## src/rtl/keyboard_code_encoder.sv

```systemverilog
// PS/2 set-2 scan-code to 4-bit key code encoder for the calculator keyboard path.
// Tracks E0/F0 prefixes, suppresses typematic repeats and strobes once per key press.
module keyboard_code_encoder #(
    parameter int TIMEOUT_CYCLES = 1_000_000
) (
    input  logic       clk,
    input  logic       rst,
    input  logic [7:0] scan_code,
    input  logic       scan_valid,
    output logic [3:0] binary_val,
    output logic       key_valid,
    output logic       unknown_key
);

    localparam int CNT_W = (TIMEOUT_CYCLES > 1) ? $clog2(TIMEOUT_CYCLES) : 1;
    localparam logic [CNT_W-1:0] CNT_LAST = CNT_W'(TIMEOUT_CYCLES - 1);

    localparam logic [7:0] CODE_EXT = 8'hE0;
    localparam logic [7:0] CODE_BRK = 8'hF0;

    localparam logic [7:0] DIGIT_CODE [10] = '{
        8'h45, 8'h16, 8'h1E, 8'h26, 8'h25, 8'h2E, 8'h36, 8'h3D, 8'h3E, 8'h46
    };

    typedef enum logic [1:0] {
        IDLE    = 2'd0,
        BRK     = 2'd1,
        EXT     = 2'd2,
        EXT_BRK = 2'd3
    } state_t;

    state_t           state_reg, state_next;
    logic [CNT_W-1:0] count_reg;
    logic [3:0]       binary_val_reg, binary_val_next;
    logic             key_valid_reg, key_valid_next;
    logic             unknown_key_reg, unknown_key_next;
    logic [8:0]       held_reg, held_next;
    logic             held_valid_reg, held_valid_next;

    logic       ext_flag;
    logic       is_make;
    logic       is_break;
    logic       timeout_hit;
    logic [9:0] digit_hit;
    logic       map_hit;
    logic [3:0] map_val;
    logic       is_repeat;

    assign ext_flag    = (state_reg == EXT) || (state_reg == EXT_BRK);
    assign is_make     = scan_valid &&
                         (((state_reg == IDLE) && (scan_code != CODE_BRK) && (scan_code != CODE_EXT)) ||
                          ((state_reg == EXT) && (scan_code != CODE_BRK)));
    assign is_break    = scan_valid && ((state_reg == BRK) || (state_reg == EXT_BRK));
    // A byte arriving in the expiry cycle wins over the timeout.
    assign timeout_hit = !scan_valid && (state_reg != IDLE) && (count_reg == CNT_LAST);
    assign is_repeat   = held_valid_reg && (held_reg == {ext_flag, scan_code});

    generate
        for (genvar gi = 0; gi < 10; gi++) begin : g_digit
            assign digit_hit[gi] = !ext_flag && (scan_code == DIGIT_CODE[gi]);
        end
    endgenerate

    always_comb begin
        map_hit = 1'b0;
        map_val = 4'h0;
        for (int i = 0; i < 10; i++) begin
            if (digit_hit[i]) begin
                map_hit = 1'b1;
                map_val = 4'(i);
            end
        end
        if (!ext_flag) begin
            case (scan_code)
                8'h79:   begin map_hit = 1'b1; map_val = 4'hA; end
                8'h7B:   begin map_hit = 1'b1; map_val = 4'hB; end
                8'h7C:   begin map_hit = 1'b1; map_val = 4'hC; end
                8'h21:   begin map_hit = 1'b1; map_val = 4'hE; end
                8'h5A:   begin map_hit = 1'b1; map_val = 4'hF; end
                default: ;
            endcase
        end else begin
            case (scan_code)
                8'h4A:   begin map_hit = 1'b1; map_val = 4'hD; end
                8'h5A:   begin map_hit = 1'b1; map_val = 4'hF; end
                default: ;
            endcase
        end
    end

    always_ff @(posedge clk) begin
        if (rst) begin
            state_reg <= IDLE;
        end else begin
            state_reg <= state_next;
        end
    end

    always_comb begin
        state_next = state_reg;
        if (scan_valid) begin
            case (state_reg)
                IDLE: begin
                    if (scan_code == CODE_BRK)      state_next = BRK;
                    else if (scan_code == CODE_EXT) state_next = EXT;
                    else                            state_next = IDLE;
                end
                EXT:     state_next = (scan_code == CODE_BRK) ? EXT_BRK : IDLE;
                default: state_next = IDLE;
            endcase
        end else if (timeout_hit) begin
            state_next = IDLE;
        end
    end

    always_comb begin
        binary_val_next  = binary_val_reg;
        key_valid_next   = 1'b0;
        unknown_key_next = 1'b0;
        held_next        = held_reg;
        held_valid_next  = held_valid_reg;
        if (is_make) begin
            if (!map_hit) begin
                unknown_key_next = 1'b1;
            end else if (!is_repeat) begin
                binary_val_next = map_val;
                key_valid_next  = 1'b1;
                held_next       = {ext_flag, scan_code};
                held_valid_next = 1'b1;
            end
        end else if (is_break && is_repeat) begin
            held_valid_next = 1'b0;
        end
    end

    always_ff @(posedge clk) begin
        if (rst) begin
            count_reg       <= '0;
            binary_val_reg  <= 4'h0;
            key_valid_reg   <= 1'b0;
            unknown_key_reg <= 1'b0;
            held_reg        <= 9'h000;
            held_valid_reg  <= 1'b0;
        end else begin
            if (scan_valid || (state_reg == IDLE) || timeout_hit) begin
                count_reg <= '0;
            end else begin
                count_reg <= count_reg + 1'b1;
            end
            binary_val_reg  <= binary_val_next;
            key_valid_reg   <= key_valid_next;
            unknown_key_reg <= unknown_key_next;
            held_reg        <= held_next;
            held_valid_reg  <= held_valid_next;
        end
    end

    assign binary_val  = binary_val_reg;
    assign key_valid   = key_valid_reg;
    assign unknown_key = unknown_key_reg;

endmodule

```

## config.mk

```make
export PLATFORM = sky130hd
export DESIGN_NAME = keyboard_code_encoder
export DESIGN_NICKNAME = d
export VERILOG_FILES = /design/src/rtl/keyboard_code_encoder.sv
export SDC_FILE = /design/constraint.sdc
export NUM_CORES = 1
export LEC_CHECK = 0
export CORE_MARGIN = 2
export CORE_UTILIZATION = 55
export DETAILED_ROUTE_END_ITERATION = 16
export PLACE_DENSITY = 0.76
export SLEW_MARGIN = 20
export SYNTH_ARGS = -nofsm -noshare
export SYNTH_HDL_FRONTEND = slang
export SYNTH_SLANG_ARGS = --single-unit
```

## constraint.sdc

```tcl
create_clock -name clk -period 3.4 [get_ports clk]
set_clock_uncertainty 0.15 [all_clocks]
set_input_delay 0.68 -clock clk [delete_from_list [all_inputs] [get_ports clk]]
set_output_delay 0.68 -clock clk [all_outputs]
set_load 0.1 [all_outputs]
```

Signal wires by layer:
Drawn at 8 px/um.
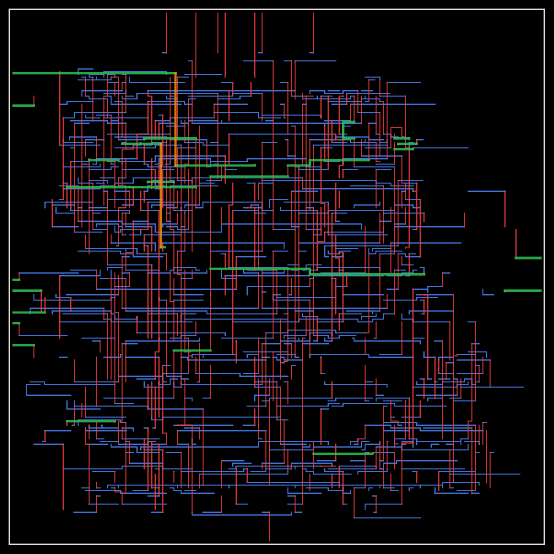
Key: M4 = orange [wire length 24.5 um]; M1 = blue [wire length 2,260 um]; M2 = red [wire length 1,860 um]; M3 = green [wire length 163 um]

Supply network:
Drawn at 8 px/um. Pins as bars on the die edge. Tap cells in gray.
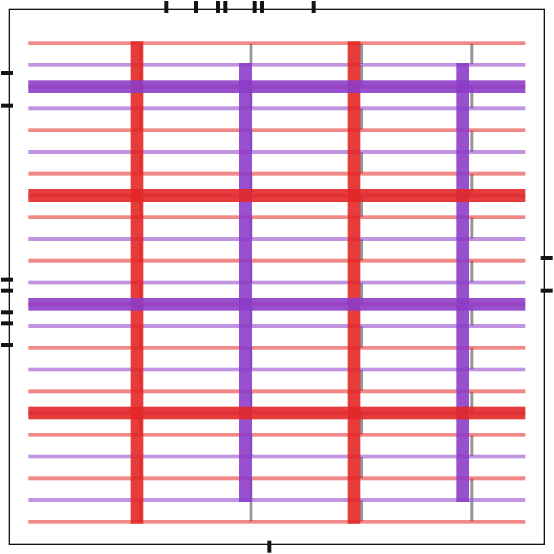
Key: VDD = purple; VSS = red
4 straps on met5. 48 tap cells.

==> out/qor.csv <==
metric;value;unit
status;complete, no violations;
Hold Crit Depth;1;
fin util;0.647;
Worst R2R Start;state_reg[1]$_SDFFE_PP0P_;
Synth Net Count;261;
largest net degree at the start of global routing;20;
# fillers;321;
HP Class;flip-flop to flip-flop;
Final Hold Viols;0;
Crit Path Class;primary input to flip-flop;
Layout Nets;273;
internal power;0.653;mW
hold path start;count_reg[0]$_SDFF_PP0_;
DR WL met3;162;um
post-synthesis instance total;249;
crit end category;flip-flop;
io pins;17;
Total Routing Usage GR;0.225;
sequential-to-total area share from yosys stat;0.352;
vias in the first global route;1624;
Reg clk slew, reported paths;70;ps
CTS resizes;0;
flop2flop setup slack;1190;ps
CTS Buf Count;5;
count of input and output buffers;16;
drt first pass iters;4;
critical path launch point;scan_code[3];
Post-Synth AOI/OAI Area;0.163;
Synth Register Bits;38;
Final min period;2890;ps
P_leak;0.797;nW
Max IR drop VDD;0.388;mV
routed len/inst;13.9;um
worst-path cell chain;clkdlybuf4s50_1 > xnor2_1 > a2bb2oi_1 > o32ai_1 > o21ai_1 > and2_1 > nor2_8 > a311oi_2;
CTS Sinks;38;
post-route cell area;2410;um^2
CTS Root Cell;clkbuf_8;
Post-Place Cells;302;
most frequent cells in the layout;38 x dfxtp_1, 24 x nor2_1, 20 x nand3_1, 18 x a21oi_1, 17 x nand2_1;
htree depth;2;
# Cells Yosys;249;
Critical Path RT;3460;ps
fmax;345;MHz
residual DRC count;0;
Worst-Margin Slew;611;ps
Vias/cell;5.75;
Clock network drawn from the DEF:
Drawn at 6 px/um.
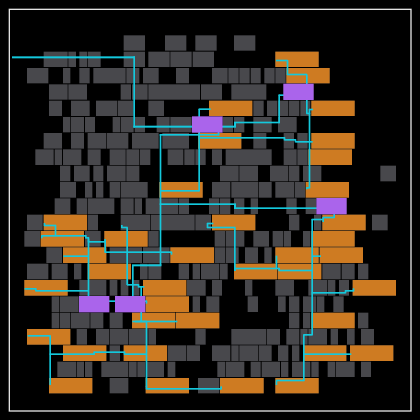
Key: flip-flops = orange [count 38]; clock-net drivers = purple [count 5]; clock wires = cyan [length 436 um]
There are 6 routed clock nets.
clock network power: 0.321 mW
Worst-Skew Late Latency: 290 ps
clock power share: 0.363

[worst register-to-register path: cells and delay by family, from the launching register on]
kind	cells	cell delay, ps
and+or+nand+nor	4	990
DFF	1	570
AOI/OAI and AO/OA	1	230
xor gates and xnor gates	1	180
[cells in the mapped netlist, drive strengths merged]
cell type	n	share of area
a2bb2oi	1	0.0041
o311a	1	0.0046
o21a	1	0.0035
nor3	4	0.0093
clkbuf	2	0.0040
and4b	2	0.0093
nand2	17	0.030
and2b	1	0.0046
nor4b	4	0.026
o31ai	1	0.0035
nand4	5	0.017
o21ai	14	0.032
o211ai	2	0.0093
and4	2	0.0081
or2	1	0.0029
a211oi	2	0.012
a21oi	19	0.046
a31oi	5	0.014
nor4bb	1	0.0046
mux2	1	0.0052
nor4	3	0.019
dfxtp	38	0.35
nand2b	5	0.016
inv	3	0.0052
xor2	14	0.057
or3	2	0.0058
o32ai	2	0.0081
a41oi	1	0.0075
buf	15	0.043
and3	5	0.014
ha	1	0.0058
xnor2	13	0.056
nor2	25	0.051
nor2b	6	0.017
nand3	20	0.046
and2	1	0.0029
nand4b	1	0.0041
o311ai	1	0.0041
nor3b	5	0.022
a311oi	2	0.014
[area by class of cell]
cell class	instances	share of cell area
multi-input combinational	191	0.536
sequential	38	0.316
timing repair buffer	22	0.0790
clock buffer	6	0.0343
tap	48	0.0250
clock inverter	2	0.00520
inverter	3	0.00468
[power by group through the flow]
stage                     registers, mW  clock network, mW  logic [mW]
after global placement            0.461                  0       0.111
after CTS                         0.451              0.331       0.112
after global routing              0.451              0.350       0.121
final                             0.451              0.321       0.113
after floorplan                   0.477                  0      0.0674
after detailed placement          0.461                  0       0.112
No activity file was given, so power comes from the tool's default toggle rates.
